Design mem_access_stage_flat, sky130hd; sources not shown.
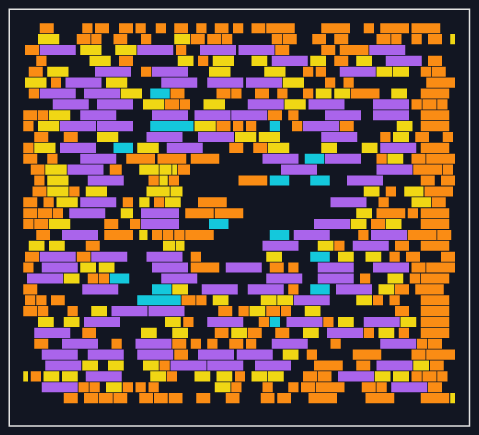
Run 1: cells colored by class
Drawn at 4 px/um.
[orange] other buffers and delay cells | cells: 246 | share of their area: 40%
[cyan] clock drivers and dummy loads | cells: 15 | share of their area: 3.4%
[purple] flip-flops | cells: 98 | share of their area: 37%
[yellow] all other logic | cells: 111 | share of their area: 20%
Final Core Density: 66.0%
Seq area share: 36.2%

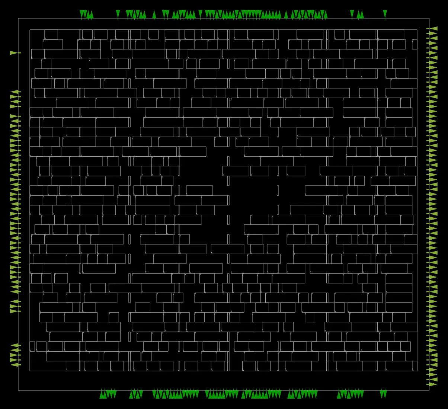
Run 1: placement view
fill count: 807
Flops: 98
Non-Filler Instances: 599
tapcells inserted: 129
num rows: 35

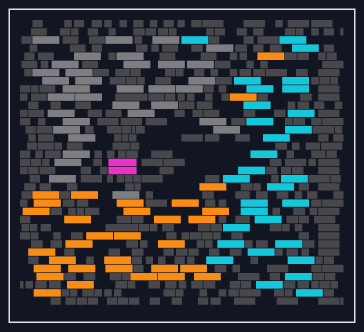
Run 1: sequential cells grouped by signal name
Drawn at 3 px/um. Other sequential cells in the stronger gray, the rest of the logic in the fainter gray.
[magenta] u_core.state_dbg | flops: 2
[cyan] u_core.mem.mem_addr | flops: 30
[orange] u_core.mem.mem_wdata | flops: 32
not colored: 34
sequential cell area: 2450 um2

==> flow_summary.toml, run 1 <==
# physical design summary
[sta]
final_max_slew_viol_count = 0
hold_viol = 0
tns_ns = 0
slew_headroom_pct = 65.0

[cells_and_area]
largestClassByArea = "buffers"
comb_cells = 111
n_all_inverters = 0
buffers_excl_clock = 246
clock_buffer_count = 11

[drt]
vias_per_cell = 4.49
met2_length_um = 5050

[grt]
grt_use_met3_pct = 4.91

[yosys]
avgSynthCellArea_um2 = 16.1
most_common_cell = "dfrtp_1"
ys_ff = 98
synth_cells = 258
edf_count = 0
ys_cells = 258

[run]
warnings = 28

[floorplanning]
fp-utilization_pct = 40.3
die_w_um = 115

[cts]
clk_pin_slew_ns = 0.09
post_cts_buffers = 2

[placed_design]
port-buffer-count = 231
placedCellCount = 581

[setup_path]
max_stage_delay_ns = 0.44
cp-end-kind = "primary output"

[run_status]
status = "finished clean"
[run 1: critical path, delay by kind of cell (launching register included)]
kind,cells,cell delay [ns]
DFF,1,0.44
and+or+nand+nor,3,0.40
buffers and inverters,1,0.14
[run 1: placed cells by master, fill, tap and decap left out, types with 3 or more instances in the layout]
cell type,count
dfrtp_1,96
mux2_2,64
clkbuf_8,11
clkdlybuf4s50_1,97
mux2_4,30
buf_4,104
nor2b_4,3
buf_12,43
conb_1,3
Run 1, met3 routing:
Drawn at 2 px/um.
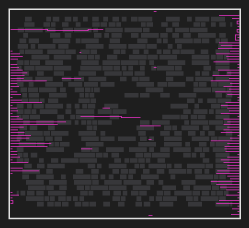

--- run 2 (diff from run 1) ---
Settings changed: CORE_AREA set to 3 3 97 99, CORE_ASPECT_RATIO 0.9 to unset, CORE_MARGIN 3 to unset, CORE_UTILIZATION 39 to unset, DIE_AREA set to 0 0 100 102, DONT_BUFFER_PORTS set to 1.
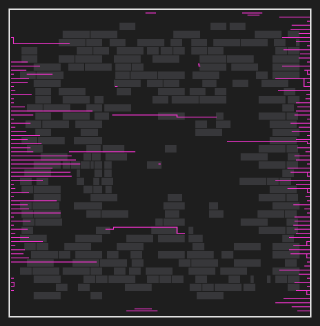
Run 2: met3 routing
Drawn at 3 px/um.
wire length on this layer: 873 um
main direction: horizontal
share of all routed wire: 11%
via count: 1883
met3 Use GR: 7.10%
Post-Route WL: 7810 um

==> run 2 against run 1 <==
The flow now finishes with violations (hold timing, setup timing). Register-to-register slack gained 0.04 ns. Critical path depth is the same. Maximum frequency decreased by 0.60%. Core utilization decreased by 17 points. Critical endpoint is now MemtoRegOut.
==> flow_summary.toml, run 2 <==
# physical design summary
[run_status]
status = "finished with violations"
violations = "hold timing, setup timing"

[sta]
final_max_slew_viol_count = 0
fin_ws_ns = -0.00563
hold_slack_ns = -0.334
finalSetupViolCount = 2
hold_viol = 98
slew_headroom_pct = 63.8

[drt]
vias_per_cell = 5.46
met2_length_um = 4130

[cells_and_area]
lay_top_cells = "dfrtp_1 (96), mux2_2 (64), mux2_4 (30), clkbuf_8 (10), buf_4 (7)"
layout.cells.most_common = "dfrtp_1"
instances_no_fill = 345

[yosys]
most_common_cell = "dfrtp_1"
ys_cells = 258
synth_cells = 258
avgSynthCellArea_um2 = 16.1
edf_count = 0
ys_ff = 98

[floorplanning]
rows = 34

[setup_path]
path_buffers = 1
critical-path-top-delay-family = "flip-flops"
cp-end-kind = "primary output"
crit_cells = 4

[run]
warnings = 30

[cts]
clk_pin_slew_ns = 0.09
post_cts_buffers = 2

[placed_design]
port-buffer-count = 0
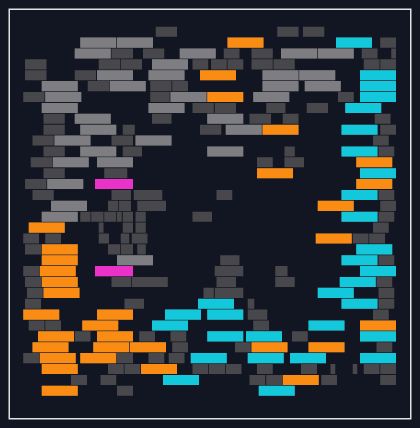
Run 2: sequential cells grouped by signal name
Drawn at 4 px/um. Other sequential cells in the stronger gray, the rest of the logic in the fainter gray.
[orange] u_core.mem.mem_wdata | flops: 32
[cyan] u_core.mem.mem_addr | flops: 30
[magenta] u_core.state_dbg | flops: 2
not colored: 34
Seq area share: 57.8%

[run 2: cell types whose count changed in the layout (fill, tap and decap cells not counted)]
cell             before  now
buf_4               104    7
clkdlybuf4s50_1      97    0
buf_12               43    4
bufinv_16             2    0
dlygate4sd2_1         2    0
inv_6                 0    2
buf_6                 0    1
clkbuf_16             0    1
clkbuf_8             11   10
clkinv_2              0    1
clkinv_4              0    1
clkinvlp_4            2    1
nor2_1                0    1
nor2_2                1    0
[run 2: layout make-up]
class | instances | area [um2]
fill | 711 | 4390
clock inverter | 5 | 38.8
sequential | 98 | 2450
tap | 108 | 135
clock buffer | 10 | 138
multi-input combinational | 111 | 1310
timing repair buffer | 13 | 169
[run 2: kinds of logic after synthesis]
group,after synthesis
buf+inv,51
flops,98
compound gates,4
mux,94
simple gates,10
other cells,1
Run 2, placement view:
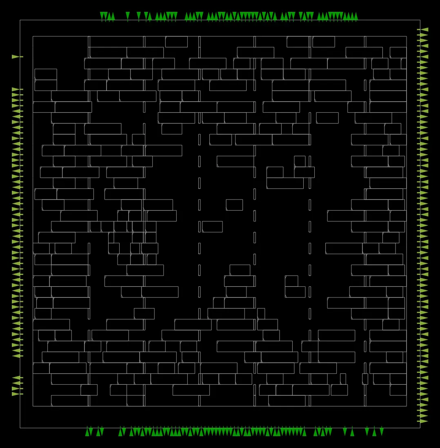

--- run 3 (diff from run 2) ---
Settings changed: CAP_MARGIN 0 to unset, SETUP_SLACK_MARGIN set to 0.05, SKIP_CTS_REPAIR_TIMING set to 1.
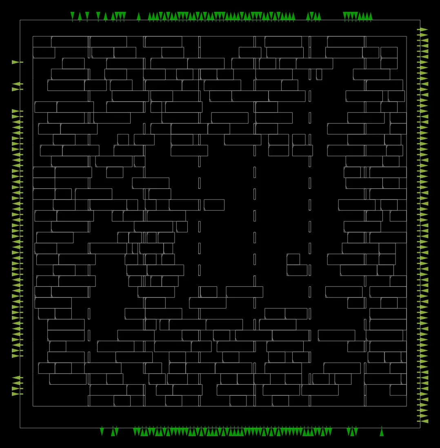
Run 3: placement view
Core ar.: 8640 um2
Final Core Density: 50.5%
tapcells inserted: 108
num rows: 34

==> run 3 against run 2 <==
The flow still finishes with violations (hold timing, setup timing). Synthesized cell count stayed put. Hold slack better by 0.0052 ns. Register-to-register slack worse by 0.04 ns. Non-clock buffer count is 5 higher. Final cell count is 1.7% higher. First-iteration DRC count went up to 3.2 times the previous value. Clock-buffer cell count is 2 higher. Wire length is 3.3% higher. Core utilization is 1.3 points higher.
==> flow_summary.toml, run 3 <==
# physical design summary
[setup_path]
crit_cells = 4
critical-path-top-delay-family = "flip-flops"
path_buffers = 1

[yosys]
synth_cells = 258
avgSynthCellArea_um2 = 16.1
ys_ff = 98
most_common_cell = "dfrtp_1"
edf_count = 0

[sta]
hold_viol = 98
hold_slack_ns = -0.329
slew_headroom_pct = 65.0
fin_ws_ns = -0.00613
finalSetupViolCount = 2

[run_status]
violations = "hold timing, setup timing"
status = "finished with violations"

[run]
warnings = 29

[cells_and_area]
lay_top_cells = "dfrtp_1 (96), mux2_2 (64), mux2_4 (30), clkbuf_8 (11), buf_4 (8)"
layout.cells.most_common = "dfrtp_1"

[drt]
via_count = 1922
met2_length_um = 4210

[grt]
grt_use_met3_pct = 7.51
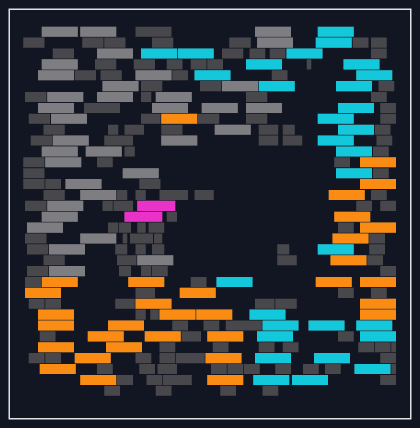
Run 3: sequential cells grouped by signal name
Drawn at 4 px/um. Other sequential cells in the stronger gray, the rest of the logic in the fainter gray.
[orange] u_core.mem.mem_wdata | flops: 32
[cyan] u_core.mem.mem_addr | flops: 30
[magenta] u_core.state_dbg | flops: 2
not colored: 34
Seq area share: 56.3%

==> run 3: cell count changes in the layout (fill, tap and decap cells not counted) <==
cell,delta
clkinv_2,-1
clkbuf_8,+1
nor2_2,+1
nor2_1,-1
o21a_4,+1
o21a_2,-1
buf_6,+1
clkbuf_16,+2
buf_4,+1
buf_8,+1
clkbuf_4,+1
==> run 3: area by class of cell <==
| cell class | count | area [um2] |
|---|---|---|
| multi-input combinational | 111 | 1320 |
| clock inverter | 4 | 33.8 |
| timing repair buffer | 18 | 253 |
| clock buffer | 12 | 159 |
| tap | 108 | 135 |
| sequential | 98 | 2450 |
| fill | 721 | 4280 |
==> run 3: stage by stage <==
step           std cells
3_5_place_dp         328
6_report             351
2_1_floorplan        260
4_1_cts              344
5_1_grt              351
3_3_place_gp         328
